Fig. 1: routed clock nets over the placement
The bar under the picture is 20 µm long.
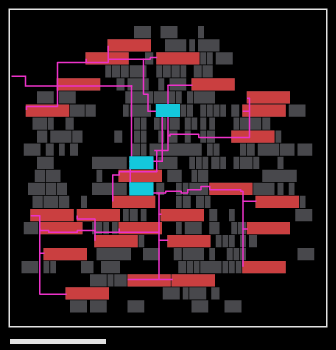
Fig. 2: sequential cells grouped by signal name
The bar under the picture is 20 µm long. Other sequential cells in the stronger grey, the rest of the logic in the fainter grey.
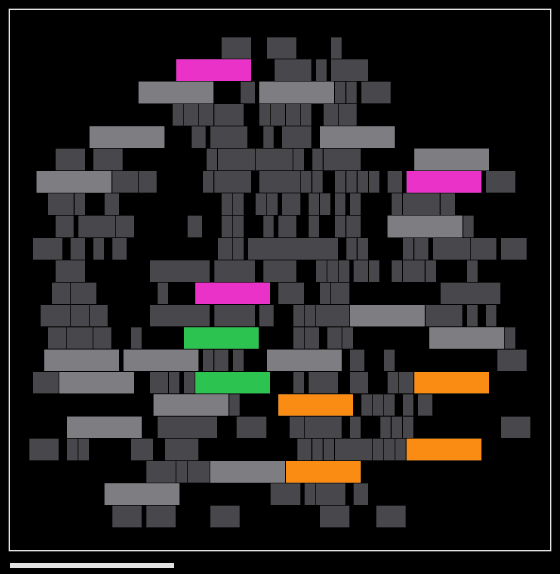
**src/rtl/rps_pkg.sv**
```systemverilog
// rps_pkg: shared evaluator, winner and match-state codes for the match scorer.
package rps_pkg;
  localparam logic [2:0] GS_IDLE     = 3'b000;
  localparam logic [2:0] GS_EVALUATE = 3'b001;
  localparam logic [2:0] GS_RESULT   = 3'b010;
  localparam logic [1:0] W_TIE     = 2'b00;
  localparam logic [1:0] W_P1      = 2'b01;
  localparam logic [1:0] W_P2      = 2'b10;
  localparam logic [1:0] W_INVALID = 2'b11;
  localparam logic [1:0] M_IDLE = 2'b00;
  localparam logic [1:0] M_PLAY = 2'b01;
  localparam logic [1:0] M_DONE = 2'b10;
endpackage

```
**src/rtl/rps_match_scorer_round_detect.sv**
```systemverilog
// rps_round_detect: one strobe per entry into the evaluator RESULT state, with the verdict sampled alongside.
module rps_round_detect
  import rps_pkg::*;
(
  input  logic       clk,
  input  logic       reset,
  input  logic [2:0] game_state,
  input  logic [1:0] game_winner,
  output logic       round_valid,
  output logic [1:0] win
);
  logic [2:0] prev_state_q, prev_state_d;
  logic       armed_q, armed_d;
  // armed_q blocks a RESULT that was already present when reset released
  always_comb begin
    prev_state_d = game_state;
    armed_d      = 1'b1;
    round_valid  = armed_q && game_state == GS_RESULT && prev_state_q != GS_RESULT;
    win          = game_winner;
  end
  always_ff @(posedge clk or posedge reset) begin
    if (reset) begin
      prev_state_q <= GS_IDLE;
      armed_q      <= 1'b0;
    end else begin
      prev_state_q <= prev_state_d;
      armed_q      <= armed_d;
    end
  end
endmodule

```
**src/rtl/rps_match_scorer.sv**
```systemverilog
// rps_match_scorer: per-round scoring and first-to-target match decision with round cap and invalid-streak abort.
module rps_match_scorer
  import rps_pkg::*;
#(
  parameter int WIN_TARGET  = 3,
  parameter int MAX_ROUNDS  = 9,
  parameter int MAX_INVALID = 3
) (
  input  logic       clk,
  input  logic       reset,
  input  logic [2:0] game_state,
  input  logic [1:0] game_winner,
  input  logic       new_match,
  output logic [2:0] p1_score,
  output logic [2:0] p2_score,
  output logic [3:0] tie_count,
  output logic [3:0] round_count,
  output logic [1:0] match_state,
  output logic [1:0] match_winner,
  output logic       round_pulse
);
  localparam logic [2:0] WT = 3'(WIN_TARGET);
  localparam logic [3:0] MR = 4'(MAX_ROUNDS);
  localparam logic [2:0] MI = 3'(MAX_INVALID);
  logic       round_valid;
  logic [1:0] win;
  logic [2:0] p1_q, p1_d, p1_n, p2_q, p2_d, p2_n, inv_q, inv_d, inv_n;
  logic [3:0] tie_q, tie_d, tie_n, rnd_q, rnd_d, rnd_n;
  logic [1:0] ms_q, ms_d, mw_q, mw_d, end_w;
  logic       pulse_q, pulse_d, score, done;
  rps_round_detect u_detect (
    .clk        (clk),
    .reset      (reset),
    .game_state (game_state),
    .game_winner(game_winner),
    .round_valid(round_valid),
    .win        (win)
  );
  // *_n are post-round values; end checks must see them, not the current counts
  always_comb begin
    p1_n    = p1_q + 3'(win == W_P1);
    p2_n    = p2_q + 3'(win == W_P2);
    tie_n   = (win == W_TIE && tie_q != 4'hf) ? tie_q + 4'd1 : tie_q;
    rnd_n   = rnd_q + 4'd1;
    inv_n   = (win == W_INVALID) ? inv_q + 3'd1 : 3'd0;
    done    = p1_n == WT || p2_n == WT || inv_n == MI || rnd_n == MR;
    end_w   = p1_n == WT ? W_P1 : p2_n == WT ? W_P2 : inv_n == MI ? W_INVALID :
              p1_n > p2_n ? W_P1 : p2_n > p1_n ? W_P2 : W_TIE;
    score   = !new_match && round_valid && ms_q != M_DONE;
    p1_d    = new_match ? 3'd0 : score ? p1_n : p1_q;
    p2_d    = new_match ? 3'd0 : score ? p2_n : p2_q;
    tie_d   = new_match ? 4'd0 : score ? tie_n : tie_q;
    rnd_d   = new_match ? 4'd0 : score ? rnd_n : rnd_q;
    inv_d   = new_match ? 3'd0 : score ? inv_n : inv_q;
    ms_d    = new_match ? M_IDLE : score ? (done ? M_DONE : M_PLAY) : ms_q;
    mw_d    = new_match ? W_TIE : (score && done) ? end_w : mw_q;
    pulse_d = score;
  end
  always_ff @(posedge clk or posedge reset) begin
    if (reset) begin
      p1_q    <= '0;
      p2_q    <= '0;
      tie_q   <= '0;
      rnd_q   <= '0;
      inv_q   <= '0;
      ms_q    <= M_IDLE;
      mw_q    <= W_TIE;
      pulse_q <= 1'b0;
    end else begin
      p1_q    <= p1_d;
      p2_q    <= p2_d;
      tie_q   <= tie_d;
      rnd_q   <= rnd_d;
      inv_q   <= inv_d;
      ms_q    <= ms_d;
      mw_q    <= mw_d;
      pulse_q <= pulse_d;
    end
  end
  assign p1_score     = p1_q;
  assign p2_score     = p2_q;
  assign tie_count    = tie_q;
  assign round_count  = rnd_q;
  assign match_state  = ms_q;
  assign match_winner = mw_q;
  assign round_pulse  = pulse_q;
endmodule

```
**config.mk**
```make
export PLATFORM = sky130hd
export DESIGN_NAME = rps_match_scorer
export DESIGN_NICKNAME = d
export VERILOG_FILES = /design/src/rtl/rps_pkg.sv /design/src/rtl/rps_match_scorer_round_detect.sv /design/src/rtl/rps_match_scorer.sv
export SDC_FILE = /design/constraint.sdc
export NUM_CORES = 1
export LEC_CHECK = 0
export ABC_AREA = 1
export CAP_MARGIN = 10
export CORE_MARGIN = 2
export CORE_UTILIZATION = 40
export DETAILED_ROUTE_END_ITERATION = 12
export GPL_TIMING_DRIVEN = 0
export PLACE_DENSITY = 0.64
export SLEW_MARGIN = 20
export SYNTH_ARGS = -nofsm -noshare
export SYNTH_HDL_FRONTEND = slang
export SYNTH_SLANG_ARGS = --single-unit
```
**constraint.sdc**
```tcl
create_clock -name clk -period 2.5 [get_ports clk]
set_clock_uncertainty 0.05 [all_clocks]
set_input_delay 0.5 -clock clk [delete_from_list [all_inputs] [get_ports clk]]
set_output_delay 0.5 -clock clk [all_outputs]
set_load 0.02 [all_outputs]
```
==> summary.rpt <==
=== SYNTHESIS / PLACE & ROUTE SUMMARY ===
----------------------------------------------------
[Clock network]
  Clk root buf ........................ sky130_fd_sc_hd__clkbuf_8
  TritonCTS clock tree ........................ yes

[Final layout]
  Number of cells in the finished layout apart from fillers ........................ between 200 and 300
  Logic area ........................ 732 µm²
  Most common library cell in the layout ignoring fill and taps ........................ sky130_fd_sc_hd__nand2_1

[Setup path]
  Worst flop-to-flop path endpoint ........................ match_winner[0]$_DFFE_PP0P_
  Buffer and inverter count on the worst path ........................ 4
  Number of cells on the critical path ........................ 18
  Cell with the largest stage delay on the worst path ........................ sky130_fd_sc_hd__ha_1
  CP Capture Type ........................ flop

[Pwr]
  Reg power frac ........................ 48.2%
  PwrDens ........................ 484 nW/µm²
  Cell-internal power ........................ 0.704 mW

[Job]
  Max-cap violation count ........................ 0

[Timing]
  Transition time of the tightest slew-check pin ........................ 0.927 ns

[Global routing]
  Met2 track utilization from global routing ........................ 31.1%
  Global-route wire length before repair ........................ 5.55 mm
  Pin count of the biggest net entering global routing ........................ 27

[Logic synthesis]
  Dominant combinational family ........................ simple AND/OR/NAND/NOR gates
  Most instantiated library cell after synthesis ........................ sky130_fd_sc_hd__nand2_1
  Flip-flops with a built-in enable ........................ 0
  Post-synth top flop ........................ sky130_fd_sc_hd__dfrtp_1
  Number of distinct standard cells referenced by the synthesized netlist ........................ 29

[Floorplan]
  Core Region ........................ 3660 µm²

[Hold path]
  Hold Crit Endpoint ........................ match_winner[0]$_DFFE_PP0P_

[Route]
  Vias ........................ about 1.2k

[Outcome]
  Run status ........................ completed

----------------------------------------------------
Notes on Fig. 1 above:
[magenta] clock wires | length: 327 µm
[cyan] cells driving clock nets | count: 3
[red] flip-flops | count: 26
routed clock nets	4

Notes on Fig. 2 above:
colour	netlist name	sequential cells
orange	round_count	4
green	match_state	2
magenta	p2_score	3
not coloured	17

Power figures rest on the tool's default switching activity, not on a simulated workload.
